## src/rtl/cbl_pkg.sv

```systemverilog
// Shared types and helpers for the writeback staging queue.
// The pending-mask helper covers register files of up to MAX_REG entries.
package cbl_pkg;

  localparam int DATA_WIDTH_DEF   = 32;
  localparam int NUM_REG_DEF      = 32;
  localparam int DEPTH_DEF        = 4;
  localparam int SELECT_WIDTH_DEF = $clog2(NUM_REG_DEF);

  localparam int MAX_REG          = 256;
  localparam int MAX_SELECT_WIDTH = $clog2(MAX_REG);

  typedef struct packed {
    logic [SELECT_WIDTH_DEF-1:0] select;
    logic [DATA_WIDTH_DEF-1:0]   data;
  } wb_entry_t;

  function automatic logic [MAX_REG-1:0] onehot_sel(input logic [MAX_SELECT_WIDTH-1:0] select);
    logic [MAX_REG-1:0] mask;
    mask         = '0;
    mask[select] = 1'b1;
    return mask;
  endfunction

endpackage

```

## src/rtl/wb_fifo2w.sv

```systemverilog
// Circular FIFO with two ordered push ports (a before b) and one pop port.
// The tag field of every slot is exported together with a per-slot valid mask.
module wb_fifo2w
  import cbl_pkg::*;
#(
  parameter  int WIDTH       = SELECT_WIDTH_DEF + DATA_WIDTH_DEF,
  parameter  int TAG_WIDTH   = SELECT_WIDTH_DEF,
  parameter  int DEPTH       = DEPTH_DEF,
  localparam int PTR_WIDTH   = $clog2(DEPTH),
  localparam int COUNT_WIDTH = $clog2(DEPTH + 1)
) (
  input  logic                                clk,
  input  logic                                rst,
  input  logic                                push_a,
  input  logic [WIDTH-1:0]                    data_a,
  input  logic                                push_b,
  input  logic [WIDTH-1:0]                    data_b,
  input  logic                                pop,
  output logic [WIDTH-1:0]                    head,
  output logic [COUNT_WIDTH-1:0]              count,
  output logic [DEPTH-1:0][TAG_WIDTH-1:0]     tags,
  output logic [DEPTH-1:0]                    entry_valid
);

  logic [DEPTH-1:0][WIDTH-1:0] mem;
  logic [PTR_WIDTH-1:0]        wr_ptr;
  logic [PTR_WIDTH-1:0]        rd_ptr;
  logic [PTR_WIDTH-1:0]        wr_ptr_b;

  // Port b lands behind port a when both push in the same cycle.
  assign wr_ptr_b = push_a ? wr_ptr + PTR_WIDTH'(1) : wr_ptr;

  always_ff @(posedge clk) begin
    if (push_a) mem[wr_ptr]   <= data_a;
    if (push_b) mem[wr_ptr_b] <= data_b;
  end

  always_ff @(posedge clk or negedge rst) begin
    if (!rst) begin
      wr_ptr <= '0;
      rd_ptr <= '0;
      count  <= '0;
    end else begin
      wr_ptr <= wr_ptr + PTR_WIDTH'(push_a) + PTR_WIDTH'(push_b);
      rd_ptr <= rd_ptr + PTR_WIDTH'(pop);
      count  <= count + COUNT_WIDTH'(push_a) + COUNT_WIDTH'(push_b) - COUNT_WIDTH'(pop);
    end
  end

  assign head = mem[rd_ptr];

  // A slot is live when its distance from the read pointer is below the count.
  always_comb begin
    tags        = '0;
    entry_valid = '0;
    for (int i = 0; i < DEPTH; i++) begin
      tags[i]        = mem[i][WIDTH-1 -: TAG_WIDTH];
      entry_valid[i] = COUNT_WIDTH'(PTR_WIDTH'(PTR_WIDTH'(i) - rd_ptr)) < count;
    end
  end

endmodule

```

## src/rtl/wb_queue.sv

```systemverilog
// Writeback staging queue: merges load and ALU results in program order and
// drives the register bank write port, one registered write per cycle.
module wb_queue
  import cbl_pkg::*;
#(
  parameter  int DATA_WIDTH   = DATA_WIDTH_DEF,
  parameter  int NUM_REG      = NUM_REG_DEF,
  parameter  int DEPTH        = DEPTH_DEF,
  localparam int SELECT_WIDTH = $clog2(NUM_REG),
  localparam int COUNT_WIDTH  = $clog2(DEPTH + 1)
) (
  input  logic                    clk,
  input  logic                    rst,
  input  logic                    i_mem_valid,
  output logic                    o_mem_ready,
  input  logic [SELECT_WIDTH-1:0] i_mem_select,
  input  logic [DATA_WIDTH-1:0]   i_mem_data,
  input  logic                    i_alu_valid,
  output logic                    o_alu_ready,
  input  logic [SELECT_WIDTH-1:0] i_alu_select,
  input  logic [DATA_WIDTH-1:0]   i_alu_data,
  output logic                    o_write_enable,
  output logic [SELECT_WIDTH-1:0] o_write_select,
  output logic [DATA_WIDTH-1:0]   o_write_data,
  output logic [NUM_REG-1:0]      o_pending,
  output logic [COUNT_WIDTH-1:0]  o_count,
  output logic                    o_full,
  output logic                    o_empty
);

  localparam int ENTRY_WIDTH = SELECT_WIDTH + DATA_WIDTH;

  logic [COUNT_WIDTH-1:0]               count;
  logic [COUNT_WIDTH-1:0]               free;
  logic                                 mem_push;
  logic                                 alu_push;
  logic                                 pop;
  logic [ENTRY_WIDTH-1:0]               head;
  logic [SELECT_WIDTH-1:0]              head_select;
  logic [DATA_WIDTH-1:0]                head_data;
  logic [DEPTH-1:0][SELECT_WIDTH-1:0]   tags;
  logic [DEPTH-1:0]                     entry_valid;

  function automatic logic writable(input logic [SELECT_WIDTH-1:0] select);
    return (select != '0) && (int'(select) < NUM_REG);
  endfunction

  // Readiness ignores a same-cycle pop so it depends only on registered state.
  assign free        = COUNT_WIDTH'(DEPTH) - count;
  assign o_mem_ready = free >= COUNT_WIDTH'(1);
  assign o_alu_ready = (free >= COUNT_WIDTH'(2)) || ((free >= COUNT_WIDTH'(1)) && !i_mem_valid);

  // Writes to r0 or past the register file still handshake but are dropped here.
  assign mem_push = i_mem_valid && o_mem_ready && writable(i_mem_select);
  assign alu_push = i_alu_valid && o_alu_ready && writable(i_alu_select);
  assign pop      = count != '0;

  wb_fifo2w #(
    .WIDTH     (ENTRY_WIDTH),
    .TAG_WIDTH (SELECT_WIDTH),
    .DEPTH     (DEPTH)
  ) u_fifo (
    .clk         (clk),
    .rst         (rst),
    .push_a      (mem_push),
    .data_a      ({i_mem_select, i_mem_data}),
    .push_b      (alu_push),
    .data_b      ({i_alu_select, i_alu_data}),
    .pop         (pop),
    .head        (head),
    .count       (count),
    .tags        (tags),
    .entry_valid (entry_valid)
  );

  assign {head_select, head_data} = head;

  always_ff @(posedge clk or negedge rst) begin
    if (!rst) begin
      o_write_enable <= 1'b0;
      o_write_select <= '0;
      o_write_data   <= '0;
    end else if (pop) begin
      o_write_enable <= 1'b1;
      o_write_select <= head_select;
      o_write_data   <= head_data;
    end else begin
      o_write_enable <= 1'b0;
    end
  end

  always_comb begin
    o_pending = '0;
    for (int i = 0; i < DEPTH; i++) begin
      if (entry_valid[i]) o_pending |= NUM_REG'(onehot_sel(MAX_SELECT_WIDTH'(tags[i])));
    end
    if (o_write_enable) o_pending |= NUM_REG'(onehot_sel(MAX_SELECT_WIDTH'(o_write_select)));
    o_pending[0] = 1'b0;
  end

  assign o_count = count;
  assign o_full  = count == COUNT_WIDTH'(DEPTH);
  assign o_empty = count == '0;

endmodule

```

## config.mk

```make
export PLATFORM = sky130hd
export DESIGN_NAME = wb_queue
export DESIGN_NICKNAME = d
export VERILOG_FILES = /design/src/rtl/cbl_pkg.sv /design/src/rtl/wb_fifo2w.sv /design/src/rtl/wb_queue.sv
export SDC_FILE = /design/constraint.sdc
export NUM_CORES = 1
export LEC_CHECK = 0
export CAP_MARGIN = 20
export CORE_MARGIN = 4
export CORE_UTILIZATION = 60
export CTS_BUF_LIST = sky130_fd_sc_hd__clkbuf_8
export CTS_CLUSTER_DIAMETER = 200
export CTS_CLUSTER_SIZE = 24
export DETAILED_ROUTE_END_ITERATION = 16
export HOLD_SLACK_MARGIN = 0.05
export PLACE_DENSITY = 0.95
export SETUP_SLACK_MARGIN = 0.02
export SLEW_MARGIN = 25
export SYNTH_ARGS = -nofsm -noshare
export SYNTH_HDL_FRONTEND = slang
export SYNTH_HIERARCHICAL = 1
export SYNTH_SLANG_ARGS = --single-unit
export TNS_END_PERCENT = 1
```

## constraint.sdc

```tcl
create_clock -name clk -period 9.2 [get_ports clk]
set_clock_uncertainty 0.15 [all_clocks]
set_input_delay 1.84 -clock clk [delete_from_list [all_inputs] [get_ports clk]]
set_output_delay 1.84 -clock clk [all_outputs]
set_load 0.005 [all_outputs]
```

### A small window of the routed layout

The bar under the picture is 5 um long. Window x 62 to 82, y 91 to 111 um. Cells in gray, sequential cells in the stronger gray; small squares are vias.
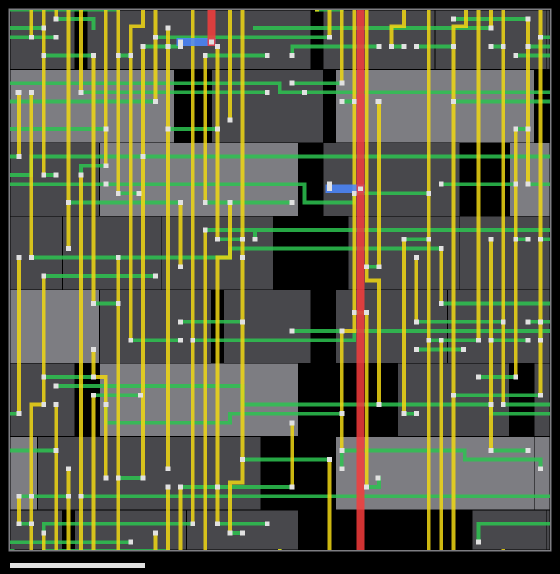
[green] met1
[red] met4
[blue] met3
[yellow] met2
cells with their middle in the window: 25
sequential cells in the window: 5
netlist names of flops here include: u_fifo/mem (5)
most frequent: mux2_2 (14), dfxtp_1 (5), mux4_2 (2)

### Register map, names as in the netlist

The bar under the picture is 50 um long.
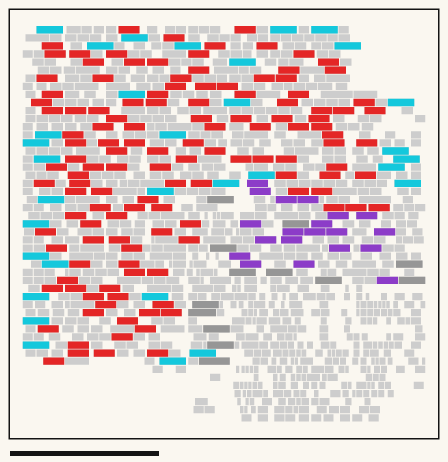
[cyan] o_write_data | flops: 32 | where: spread over the die
[red] u_fifo/mem | flops: 128
[purple] u_fifo/tags | flops: 20
fraction of area in registers: 31.62%
post-layout util: 71.59%
Register Area: 4094 um^2
sequential cell power: 1.78 mW

### Logic cells by family

The bar under the picture is 50 um long.
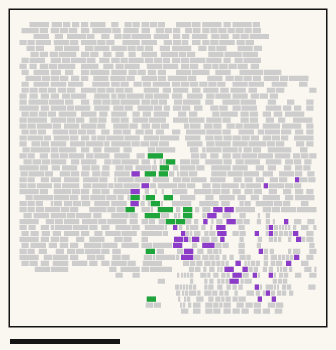
[purple] AND and OR gates | cells: 43 | most used: and4bb_2
[green] adder and majority cells | cells: 18 | most used: ha_1
fin cells: 1260
logic share of the area: 50.48%
Commonest Layout Cell: mux2_2

### Wiring by layer

The bar under the picture is 50 um long.
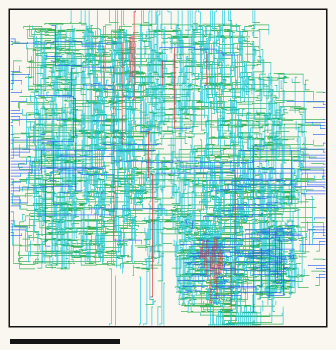
[red] met4 | wire length: 940 um
[green] met1 | wire length: 12000 um
[cyan] met2 | wire length: 14600 um
[blue] met3 | wire length: 2220 um
All-Layer GR Usage: 28.49%
DRT Wirelength: 29780 um
Vias: 8185
wire length per cell: 23.63 um

### Routing congestion

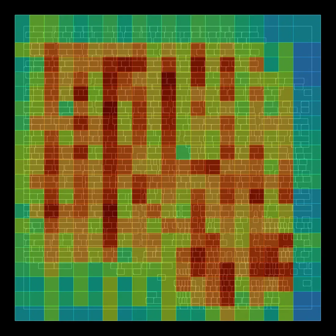
GRT met2 Usage: 48.09%
routing usage on met3: 7.176%
GR Layer Usage met1: 35.18%

==> results.cfg <==
; generated from flow reports
[run_status]
outcome = complete, no violations

[clocking]
cts_hold_buffers = 0
cts_root_buf = clkbuf_8
clk_latency_ns = 0.48
clock-sinks = 193
cts_buffers = 17
cts_resized = 0
clockBufferDepth = 2
cts_tree = built
clkSlewWorstSetupHoldPaths_ns = 0.10
cts-htree-levels = 4
cts_setup_buffers = 0

[synth]
top_area_cell = mux2_2
yosys_warnings = 6
ys_seq_share_pct = 36.84
async_flop_share_pct = 23.32
avgSynthCellArea_um2 = 12.25
synth_flops = 193
fp_nets = 1002
ff_type = dfxtp_1
top_cell_area_share_pct = 32.98
ys_cells = 906
ys_top_cells_by_count = mux2_2 (325), dfxtp_1 (148), dfrtp_1 (45), mux4_2 (37), o22ai_1 (26)
topCellsByArea = mux2_2 (33%), dfxtp_1 (27%), dfrtp_1 (10%), mux4_2 (7.5%), ha_1 (1.7%)
synth-edff-count = 0
synthCells = 906
yosys_area_um2 = 11100
syn-cell-area_um2 = 11100
most_common_cell = mux2_2
yosysUniqueCellTypes = 46

[finish]
n_clock_buffer = 19
largest_reg_flops = 128
logic_area_um2 = 6536
clk_share_pct = 3.083
final_nets = 1114
comb_cells = 632
buf_share_pct = 12.20
mostFrequentLayoutCells = mux2_2 (325), clkdlybuf4s50_1 (152), dfxtp_1 (148)
n_all_inverters = 14
num_antenna_cells = 0
final.fill_count = 1196
drive_above_1_share_pct = 42.10
area_growth_pct = 16.66
seq_cell_count = 193
dominant_cells = combinational gates
top_register = u_fifo/mem
n_all_buffers = 160

[pwr]
power.density_nw_per_um2 = 411.6
max-vdd-ir-drop_v = 0.0002611
leakagePower_nw = 5.001

[worst_setup_path]
crit_arrival_ns = 3.74
crit_family = simple AND/OR/NAND/NOR gates
path_max_fanout = 41
critical_path.max_stage_delay_ns = 0.89
crit_chain = xnor2_1 > inv_1 > ha_1 > a21oi_1 > or2_2 > and4bb_4 > nor2b_1 > or4_1 > clkdlybuf4s50_1
critPathBufInv = 2
crit_path_end_kind = output pin
slowest_stage = dfrtp_4
cp-start-kind = register
crit_required_ns = 7.21
path_class = register to output pin

[grt]
grt_antenna_before_repair = 0
grt_busiest_layer = met2
grt_pass1_wl_um = 45620
grt_max_degree = 46
grt_pass1_vias = 8486
overflow = 0

[detailed_routing]
vias_per_cell = 6.496
wl_met3_um = 2219
dr.pass1.iters = 6
drt-met1-wl_um = 12040
drtIter0Drc = 785
met2_wirelength_um = 14570
drc = 0
ant_nets = 0
maxUsedRoutingLayer = met4

[die]
die-area_um2 = 20740
io_pins = 155
taps = 229
initCoreUtil_pct = 61.36
rows = 49
die_w_um = 144.0
die_y_um = 144.0
placeableCoreArea_um2 = 18090

[timing]
period_used_pct = 62.23
timing.slew.headroom_pct = 26.77
tns_ns = 0
hold_viol = 0
finalSetupViolations = 0
finalMaxSlewViolations = 0
grt_setup_unrepaired = no
worstMarginPinSlew_ns = 1.095
max_freq_mhz = 174.7
period_minus_slack_ns = 5.725

[flow_run]
warnings = 33
maxCapViolCount = 0

[placement]
io_buffers = 153
gp_congestion = 1.067
dp_hpwl_um = 19870

[hold_path]
hp-class = register to register
## cells by family (layout without fill, tap and decap cells)
kind of cell | count (synthesis) | count (layout) | synth area share, %
and+or+nand+nor | 174 | 174 | 10.21
other | 1 | 1 | 0.03379
xor gates and xnor gates | 5 | 5 | 0.3946
AOI/OAI and AO/OA | 64 | 64 | 4.566
DFF | 193 | 193 | 36.84
buffers and inverters | 81 | 206 | 4.419
adders and majority gates | 18 | 18 | 2.232
muxes | 370 | 370 | 41.30
## per-stage QoR
stage	std cells	power [mW]	hold slack, ns	setup slack [ns]	cell area, um^2
floorplan	906	3.813	0.3142	4.801	11100
global placement	1228	4.548	0.3372	3.851	12530
detailed placement	1228	4.715	0.3430	3.773	12530
CTS	1260	5.304	0.3623	3.209	12930
global route	1260	5.624	0.3720	3.256	12950
finish	1260	5.329	0.3583	3.475	12950
## worst paths after layout
path	start	cells past startpoint	endpoint	slack [ns]
max in group asynchronous	rst	2	u_fifo/rd_ptr[1]$_DFF_PN0_	7.04
worst max-delay path	u_fifo/rd_ptr[1]$_DFF_PN0_	9	o_pending[25]	3.47
worst min register to register	o_write_data[27]$_DFFE_PN0N_	1	o_write_data[27]$_DFFE_PN0N_	0.36
min in group asynchronous	rst	2	o_write_select[0]$_DFFE_PN0N_	1.33
worst min-delay path	o_write_data[27]$_DFFE_PN0N_	1	o_write_data[27]$_DFFE_PN0N_	0.36
worst max register to register	u_fifo/count[0]$_DFF_PN0_	9	u_fifo/mem[114]$_DFF_P_	4.97
## power by group
part	total (mW)	leakage, nW	switching [mW]	internal (mW)
Sequential	1.78	1.77	0.457	1.32
Combinational	2.99	3.02	1.17	1.81
Clock	0.563	0.209	0.307	0.256
Total	5.33	5.00	1.94	3.39
Power is estimated from default activity; no workload was simulated.
